--- src/rtl/udma_crc_check_pkg.sv ---
// rtl/udma_crc_check_pkg.sv - shared constants and state type for the UDMA CRC checker/generator
package udma_crc_check_pkg;

    // CRC register value loaded at the start of every burst
    localparam logic [15:0] UDMA_CRC_SEED = 16'h4ABA;

    // x^16 + x^12 + x^5 + 1, implicit x^16 term dropped
    localparam logic [15:0] UDMA_CRC_POLY = 16'h1021;

    // Default width of the optional mismatch counter
    localparam int UDMA_CRC_ERR_CNT_W = 8;

    typedef enum logic [1:0] {
        CRC_ST_IDLE  = 2'd0,
        CRC_ST_ACCUM = 2'd1,
        CRC_ST_CHECK = 2'd2
    } udma_crc_state_e;

endpackage

--- src/rtl/udma_crc_next.sv ---
// rtl/udma_crc_next.sv - combinational 16-bit-parallel CRC-CCITT next-state function
module udma_crc_next
    import udma_crc_check_pkg::*;
(
    input  logic [15:0] C,
    input  logic [15:0] D,
    output logic [15:0] Q
);

    logic [15:0] acc;

    // Unrolled MSB-first shift of all 16 data bits; collapses to one XOR network per output bit
    always_comb begin
        acc = C;
        for (int i = 15; i >= 0; i--) begin
            if (acc[15] ^ D[i]) begin
                acc = {acc[14:0], 1'b0} ^ UDMA_CRC_POLY;
            end else begin
                acc = {acc[14:0], 1'b0};
            end
        end
        Q = acc;
    end

endmodule

--- src/rtl/udma_crc_check.sv ---
// rtl/udma_crc_check.sv - device-end UDMA burst CRC checker; optional ERR_CNT output under UDMA_CRC_ERRCNT_EN
module udma_crc_check
    import udma_crc_check_pkg::*;
#(
    parameter logic [15:0] SEED = UDMA_CRC_SEED
`ifdef UDMA_CRC_ERRCNT_EN
    ,
    parameter int ERR_CNT_W = UDMA_CRC_ERR_CNT_W
`endif
)
(
    input  logic        CLK4,
    input  logic        RST_N,
    input  logic        BURST_START,
    input  logic        WORD_VLD,
    input  logic [15:0] D,
    input  logic        CRC_VLD,
    input  logic [15:0] RX_CRC,
    input  logic        ERR_CLR,
    output logic        BUSY,
    output logic [15:0] CRC_CALC,
    output logic        CRC_DONE,
    output logic        CRC_OK,
    output logic        CRC_ERR
`ifdef UDMA_CRC_ERRCNT_EN
    ,
    output logic [ERR_CNT_W-1:0] ERR_CNT
`endif
);

    localparam logic [1:0] IDLE  = CRC_ST_IDLE;
    localparam logic [1:0] ACCUM = CRC_ST_ACCUM;
    localparam logic [1:0] CHECK = CRC_ST_CHECK;

    logic [1:0]  state;
    logic [15:0] rx_crc_q;
    logic [15:0] crc_nxt;
    logic        mismatch;

    udma_crc_next u_next (
        .C (CRC_CALC),
        .D (D),
        .Q (crc_nxt)
    );

    assign BUSY     = (state == ACCUM);
    assign mismatch = (rx_crc_q != CRC_CALC);

    // Burst sequencing and CRC accumulation; a re-arm in ACCUM outranks CRC_VLD, which outranks WORD_VLD
    always_ff @(posedge CLK4 or negedge RST_N) begin
        if (!RST_N) begin
            state    <= IDLE;
            CRC_CALC <= SEED;
            rx_crc_q <= 16'h0000;
        end else begin
            case (state)
                IDLE: begin
                    if (BURST_START) begin
                        CRC_CALC <= SEED;
                        state    <= ACCUM;
                    end
                end
                ACCUM: begin
                    if (BURST_START) begin
                        CRC_CALC <= SEED;
                    end else if (CRC_VLD) begin
                        rx_crc_q <= RX_CRC;
                        state    <= CHECK;
                    end else if (WORD_VLD) begin
                        CRC_CALC <= crc_nxt;
                    end
                end
                CHECK: begin
                    state <= IDLE;
                end
                default: begin
                    state <= IDLE;
                end
            endcase
        end
    end

    // Compare result, done pulse and sticky error; a mismatch set beats a coincident ERR_CLR
    always_ff @(posedge CLK4 or negedge RST_N) begin
        if (!RST_N) begin
            CRC_DONE <= 1'b0;
            CRC_OK   <= 1'b0;
            CRC_ERR  <= 1'b0;
        end else begin
            CRC_DONE <= (state == CHECK);
            if (state == CHECK) begin
                CRC_OK <= !mismatch;
            end else if (BURST_START && (state == IDLE || state == ACCUM)) begin
                CRC_OK <= 1'b0;
            end
            if (state == CHECK && mismatch) begin
                CRC_ERR <= 1'b1;
            end else if (ERR_CLR) begin
                CRC_ERR <= 1'b0;
            end
        end
    end

`ifdef UDMA_CRC_ERRCNT_EN
    // Saturating mismatch counter; clear plus coincident mismatch leaves a count of one
    always_ff @(posedge CLK4 or negedge RST_N) begin
        if (!RST_N) begin
            ERR_CNT <= '0;
        end else if (state == CHECK && mismatch) begin
            if (ERR_CLR) begin
                ERR_CNT <= ERR_CNT_W'(1);
            end else if (ERR_CNT != {ERR_CNT_W{1'b1}}) begin
                ERR_CNT <= ERR_CNT + ERR_CNT_W'(1);
            end
        end else if (ERR_CLR) begin
            ERR_CNT <= '0;
        end
    end
`else
    // No mismatch counter in this build
`endif

endmodule

--- config.mk ---
export PLATFORM = sky130hd
export DESIGN_NAME = udma_crc_check
export DESIGN_NICKNAME = d
export VERILOG_FILES = /design/src/rtl/udma_crc_check_pkg.sv /design/src/rtl/udma_crc_next.sv /design/src/rtl/udma_crc_check.sv
export SDC_FILE = /design/constraint.sdc
export NUM_CORES = 1
export LEC_CHECK = 0
export CAP_MARGIN = 20
export CORE_UTILIZATION = 49
export DETAILED_ROUTE_END_ITERATION = 16
export HOLD_SLACK_MARGIN = 0.12
export PLACE_DENSITY = 0.8
export SLEW_MARGIN = 10
export SYNTH_ARGS = -nofsm -noshare
export SYNTH_HDL_FRONTEND = slang
export SYNTH_SLANG_ARGS = --single-unit
--- constraint.sdc ---
create_clock -name CLK4 -period 2.9 [get_ports CLK4]
set_clock_uncertainty 0.2 [all_clocks]
set_input_delay 0.29 -clock CLK4 [delete_from_list [all_inputs] [get_ports CLK4]]
set_output_delay 0.29 -clock CLK4 [all_outputs]
set_load 0.005 [all_outputs]
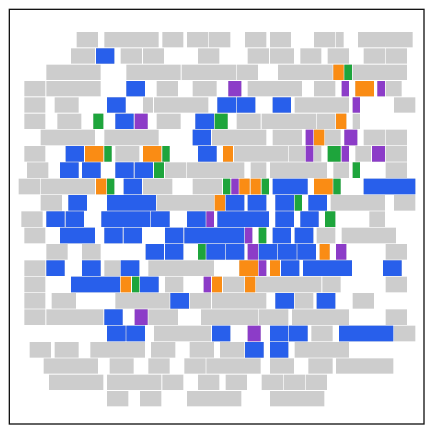
Fig. 1. Logic cells by family (run 1).
Scale: 6 px per um.
[orange] aoi and oai cells | cells: 18
[green] nand cells | cells: 17
[purple] nor cells | cells: 19
[blue] xor and xnor cells | cells: 66
Non-Filler Instances: 306
most instantiated logic cell after routing: clkdlybuf4s50_1
logic gate fraction of the total cell area: 40.9%

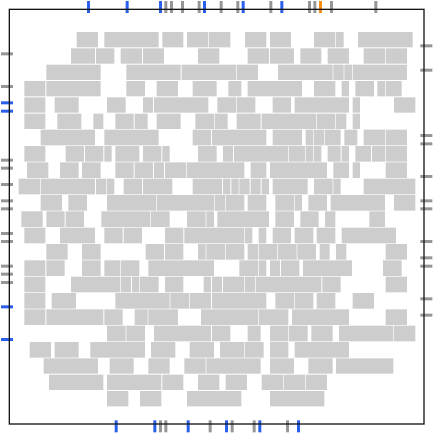
Fig. 2. Pin map (run 1).
Scale: 6 px per um. Pins as bars across the die edge, other pins in grey.
[orange] WORD_VLD | pins: 1 | direction: input | edge: top
[blue] RX_CRC | pins: 16 | direction: input | edge: 6 top, 6 bottom, 4 left
all pins by edge: 18 top, 16 left, 12 right, 12 bottom
die height: 68.9 um
I/O Buffers: 57
width of the die: 68.9 um

==> GITHUB_STEP_SUMMARY, run 1 <==
### Yosys + OpenROAD results

| Metric | Value |
|---|---|
| Flop share of the area | 31.2% |
| Pleak | 1.26 nW |
| Seq. cell area | 936 sq um |
| P per Cell Area | 1200 mW/mm^2 |
| Synth logic family | XOR/XNOR gates |
| Compound Share, Synth | 7.42% |
| Ys async rst share | 100% |
| Buffers outside the clock class | 65 |
| Final Util | 72.4% |
| Post-synth seq share | 42.7% |
| Vias per std cell | 5.32 |
| Max-cap check violation count | 0 |
| Yosys Warn Count | 0 |
| Main area contributors | dfrtp_1, xor2_1, xnor2_1 |
| Crit Path Max Fanout | 7 |
| CP startpoint kind | flip-flop |
| Gr busiest metal | met2 |
| Placed Instances | 298 |
| Area grow syn2layout | 37.0% |
| Final hold vios | 0 |
| Crit-path cells | xnor3_2, xnor3_2, xnor2_4, xor2_1, nor3_1, a311oi_1 |
| Crit path DRT | 2880 ps |
| Non-Clock Inverter Count | 3 |
| Post-CTS Resized | 0 |
| Synth mux share | 8.22% |
| CP delay by family, top | XOR/XNOR gates |
| Post-route ant nets | 0 |
| Post-CTS setup buffers | 0 |
| Pins Over Slew Limit | 0 |
| Met2 usage | 35.3% |
| Library cells used by synthesis | 33 |
| Yosys stat cell total | 186 |
| Syn Area/Cell | 11.8 sq um |
| Cell count after synthesis | 186 |
| Number of diodes | 0 |
| Core Area | 0.00414 sq mm |
| Psw | 1.36 mW |
| Cell Area, Synth | 0.00219 sq mm |
| WL final | 4900 um |
| CTS tree | done |
| Worst Path Arrival | 2600 ps |
| Syn nets | 224 |
| Met3 WL post-DR | 229 um |
| Leading cell kind | combinational gates |
| Share of cells above drive strength 1 | 18.4% |
| Hold/Removal Path Class | primary input to asynchronous set/reset pin |
| Site Rows | 23 |
| Seq pwr | 0.926 mW |
| RR Startpoint | CRC_CALC[14] |
| GP Congestion | 0.858 |
| Met3 Resource Use GR | 5.76% |
| # fillers | 302 |
| Setup repair after global routing missed its margin | no |
| Slew @ Worst Pin | 476 ps |
| Final Setup Violations | 0 |
| Maximum vdd drop | 0.000748 V |
| Final Critical Period | 2620 ps |
| Yosys simple share | 7.77% |
| DRC errors left | 0 |
| Adder-cell share of the synthesized area | 0% |
| First-pass GRT wire length | 7810 um |
| Commonest cells in the netlist | xor2_1, dfrtp_1, xnor2_1 |
| Post-cts hold buffer count | 0 |
| Ys flops | 37 |
| Vias in the first global route | 1577 |
| Vias | 1629 |
| Switch share | 37.8% |
| Sequential Power Share | 25.8% |
| WL met2 | 2370 um |
| TritonCTS Buffers | 5 |
| Crit path kind | flip-flop to flip-flop |
| Outcome | finished clean |
| Clock buffers | 5 |
| Period utilization | 90.2% |
| Clock root cell | clkbuf_8 |
| Die area | 0.00474 sq mm |
| Wl on met1 | 2230 um |
| Clock-cell share | 4.46% |
| Drt pass-1 iters | 4 |
| I/O pin count | 58 |
| Max stage delay on crit path | 630 ps |
| OpenROAD warnings | 26 |
| Dpl hpwl | 3690 um |
| Max clock buf depth | 2 |
| Main power group | combinational logic |
| Top-count cell post-synth | xor2_1 |
| Top cell type by total area after synthesis | dfrtp_1 |
| Main flop type | dfrtp_1 |
| Buffering overhead | 21.0% |
| Clock-pin slew on the worst setup and hold paths | 80 ps |
| Power Total | 3.59 mW |
| Buf/Inv on CP | 0 |
| Crit. End Element | flip-flop |
| Yosys stat chip area | 0.00219 sq mm |
| Xor+xnor area frac | 32.6% |
| Fmax | 0.382 GHz |
| Nets@finish | 293 |
| Number of logic gates | 143 |
| Top layer in use | met4 |
| Hold Slack | 215 ps |
| Largest net degree at the start of global routing | 38 |
| Total GRT Usage | 23.5% |
| Int Pwr | 2.23 mW |
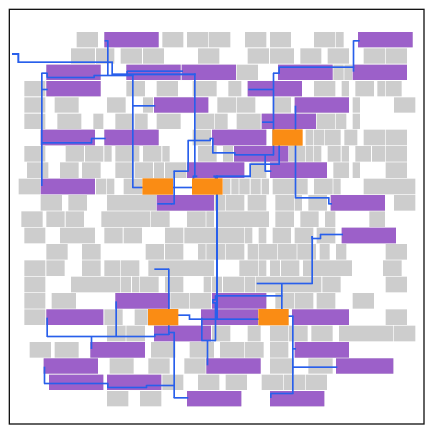
Fig. 3. Clock distribution (run 1).
Scale: 6 px per um.
[purple] flip-flops | count: 37
[orange] clock-net drivers | count: 5
[blue] clock wires | length: 490 um
flops lie: widely spread
routed clock nets: 6
share of power burned in the clock network: 14.9%
clk_lat worst skew: 290 ps
clk pwr: 0.534 mW

[run 1: sequential cells by signal, indices dropped and copies added (netlist names)]
| name | flops |
|---|---|
| state | 2 |
| rx_crc_q | 16 |
| CRC_ERR | 1 |
| CRC_CALC | 16 |
| CRC_OK | 1 |
| CRC_DONE | 1 |
[run 1: metrics by stage]
stage	area (sq um)	worst slack, ps
floorplan	2190	476
global placement	2870	228
detailed placement	2870	94.9
CTS	3000	301
global route	3000	142
finish	3000	283
[run 1: path summary, 6_finish.rpt]
kind	slack, ps	to	cells past startpoint
setup / recovery	280	CRC_CALC[14]	6
hold / removal	220	CRC_OK	2
setup reg to reg	280	CRC_CALC[14]	6
hold reg to reg	280	state[0]	1
max in group asynchronous	1910	CRC_CALC[4]	2
min in group CLK4	280	state[0]	1
==> inputs of run 2 (changes only) <==
Settings changed: CORE_UTILIZATION 49 to 52, PLACE_DENSITY 0.8 to 0.84.
Clock period 2.9 ns to 3.2 ns, I/O delays scaled along.
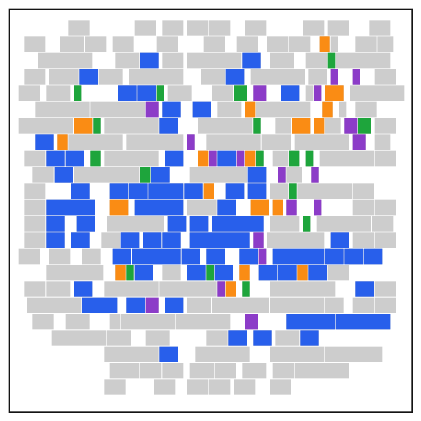
Fig. 4. Logic cells by family (run 2).
Scale: 6 px per um.
[blue] xor and xnor cells | cells: 66
[green] nand cells | cells: 17
[purple] nor cells | cells: 19
[orange] aoi and oai cells | cells: 18
logic gate fraction of the total cell area: 41.1%
Non-Filler Instances: 304

==> run 2 against run 1 <==
  * Non-clock buffer count fell by 2
  * Worst setup slack improved by 310 ps
  * Power fell by 9.1%
  * Sequential share of layout area rose by 0.16 points
  * Via count rose by 2.5%
  * Clock-buffer cell count did not move
  * Global-route usage rose by 2.5 points
  * Synthesized area did not move
  * Sequential power fell by 9.7%
  * Critical endpoint is now CRC_CALC[13]
==> GITHUB_STEP_SUMMARY, run 2 <==
### Yosys + OpenROAD results

| Metric | Value |
|---|---|
| Outcome | finished clean |
| Sequential Power Share | 25.6% (-0.2 points) |
| Power Total | 3.26 mW (-9.1%) |
| # fillers | 294 (-2.6%) |
| Crit path DRT | 3160 ps (+280 ps) |
| Largest net degree at the start of global routing | 38 (unchanged) |
| Hold Slack | 229 ps (+14.2 ps) |
| EDFF count, synth | 0 |
| Seq pwr | 0.836 mW (-9.7%) |
| Vias in the first global route | 1663 (+5.5%) |
| Worst Path Arrival | 2570 ps (-30 ps) |
| Hold/Removal Path Class | primary input to asynchronous set/reset pin |
| Syn Area/Cell | 11.8 sq um (unchanged) |
| Final hold vios | 0 (unchanged) |
| Crit-path cells | clkdlybuf4s50_1, xor3_2, xnor3_1, xnor2_2, xnor2_1, o311ai_0 |
| CP delay by family, top | XOR/XNOR gates |
| Yosys stat cell total | 186 (unchanged) |
| Slack of the critical path | 591 ps (+308 ps) |
| Yosys stat chip area | 0.00219 sq mm (unchanged) |
| DRC errors left | 0 (unchanged) |
| Psw | 1.25 mW (-7.8%) |
| Synth logic family | XOR/XNOR gates |
| Core Area | 0.00403 sq mm (-2.8%) |
| Width of the die | 66.9 um (-2.8%) |
| Die area | 0.00448 sq mm (-5.6%) |
| Final Critical Period | 2610 ps |
| Number of diodes | 0 (unchanged) |
| TritonCTS Buffers | 5 (unchanged) |
| DP Area | 0.00285 sq mm (-0.52%) |
| Met2 usage | 40.7% (+5.3 points) |
| Max stage delay on crit path | 580 ps (-50 ps) |
| Crit-path slowest cell | clkdlybuf4s50_1 |
| Yosys simple share | 7.77% (unchanged) |
| Most instantiated logic cell after routing | clkdlybuf4s50_1 |
| I/O pin count | 58 (unchanged) |
| Ys flops | 37 (unchanged) |
| Final Setup Violations | 0 (unchanged) |
| Period utilization | 81.5% |
| GP Congestion | 0.874 (+1.9%) |
| Synth mux share | 8.22% (unchanged) |
| Pins Over Slew Limit | 0 (unchanged) |
| Vias | 1669 (+2.5%) |
| Drt pass-1 iters | 4 (unchanged) |
| Main power group | combinational logic |
| Post-CTS Resized | 0 (unchanged) |
| RR Startpoint | CRC_CALC[14] |
| Met3 Resource Use GR | 5.14% (-0.62 points) |
| Share of cells above drive strength 1 | 17.7% (-0.64 points) |
| Nets@finish | 291 (-0.68%) |
| Crit. End Element | flip-flop |
| Antenna violations before repair | 0 |
| Worst setup startpoint | D[13] |
| Avg WL per Cell | 16.5 um |
| Met3 WL post-DR | 320 um (+40%) |
| Yosys Warn Count | 0 (unchanged) |
| Maximum vdd drop | 0.000753 V (+0.66%) |
| Dpl hpwl | 3790 um (+2.9%) |
| Buf/Inv on CP | 1 (+1) |
| Post-CTS setup buffers | 0 (unchanged) |
| Fin area | 0.00299 sq mm (-0.50%) |
| Die height | 66.9 um (-2.8%) |
| First-pass GRT wire length | 8200 um (+5.0%) |
| Reg2reg path depth | 6 (unchanged) |
| WL final | 5020 um (+2.5%) |
| Fmax | 0.383 GHz |
| Post-route ant nets | 0 (unchanged) |
| CTS tree | done |
| Setup repair after global routing missed its margin | no |
| Compound Share, Synth | 7.42% (unchanged) |
| Library cells used by synthesis | 33 (unchanged) |
| M1 GR Usage | 34.1% |
| Most common logic cells in the final layout | clkdlybuf4s50_1, xor2_1, dfrtp_1, xnor2_1, mux2_2 |
| I/O Buffers | 57 (unchanged) |
| Site Rows | 23 (unchanged) |
| P per Cell Area | 1090 mW/mm^2 (-8.7%) |
| Crit path depth | 6 (unchanged) |
| Ys async rst share | 100% (unchanged) |
| Post-synth top area share | 33.1% |
| Main area contributors | dfrtp_1, xor2_1, xnor2_1 |
| H-tree depth | 2 |
| Int Pwr | 2.01 mW (-9.9%) |
| Pleak | 1.25 nW (-0.77%) |
| Total GRT Usage | 26.0% (+2.5 points) |
| Placed Instances | 296 (-0.67%) |
| CP startpoint kind | primary input |
| Top cell type by total area after synthesis | dfrtp_1 |
| Syn nets | 224 (unchanged) |
| CTS Sinks | 37 |
| Gr busiest metal | met2 |
| OpenROAD warnings | 26 (unchanged) |
| Slew @ Worst Pin | 506 ps (+29.6 ps) |
| Clock root cell | clkbuf_8 |
| Xor+xnor area frac | 32.6% (unchanged) |
| Area grow syn2layout | 36.3% |
| Clk pwr | 0.487 mW (-8.8%) |
| Share of power burned in the clock network | 14.9% (about the same) |
| Main flop type | dfrtp_1 |
| Wl on met1 | 2160 um (-3.5%) |
| WL met2 | 2400 um (+1.6%) |
| Power in combinational cells | 1.94 mW |
| Crit Path Max Fanout | 3 (-4) |
| Setup Slack @ Placement | 253 ps (+158 ps) |
| Crit path kind | primary input to flip-flop |
| Setup_tns | 0 ps |
| Clk_lat worst skew | 310 ps (+20 ps) |
| Init Core Util | 54.4% |
| Relative slew margins | 66.0% |
| Max-cap check violation count | 0 (unchanged) |
| Cell count after synthesis | 186 (unchanged) |
| Commonest cells in the netlist | xor2_1, dfrtp_1, xnor2_1 |
| Clock-pin slew on the worst setup and hold paths | 80 ps (about the same) |
| Switch share | 38.4% (+0.56 points) |
| Post-synth seq share | 42.7% (unchanged) |
| Combinational power share | 59.4% |
| Cell Area, Synth | 0.00219 sq mm (unchanged) |
| Total gr overflow | 0 |
| Top layer in use | met4 |
| Max clock buf depth | 2 (unchanged) |
| Vias per std cell | 5.49 (+3.1%) |
| Top-count cell post-synth | xor2_1 |
| Post-cts hold buffer count | 0 (unchanged) |
| Initial drt markers | 124 |
| Adder-cell share of the synthesized area | 0% (unchanged) |
| Final Util | 74.1% (+1.7 points) |
| Largest regs | CRC_CALC (16), rx_crc_q (16), state (2) |
run 2: layout make-up:
cell class,count,area (sq um),share of cell area (%)
clock buffer,5,68.8,2.31
clock inverter,3,65.1,2.18
inverter,3,11.3,0.377
multi-input combinational,143,1230,41.1
sequential,37,936,31.3
tap,50,62.6,2.10
timing repair buffer,63,616,20.6
run 2: final timing paths:
check                      slack [ps]            to
min                               230      CRC_DONE
max                               590  CRC_CALC[13]
max reg2reg                       640  CRC_CALC[14]
min reg2reg                       310      state[0]
min in group CLK4                 310      state[0]
max in group asynchronous        2190   CRC_CALC[9]
run 2: worst reg2reg max path, delay by kind of cell, from the launching register on:
kind	cells	cell delay [ps]
AOI/OAI and AO/OA	1	270
DFF	1	640
xor gates and xnor gates	4	1290
and+or+nand+nor	1	70
Power is estimated from default activity; no workload was simulated.
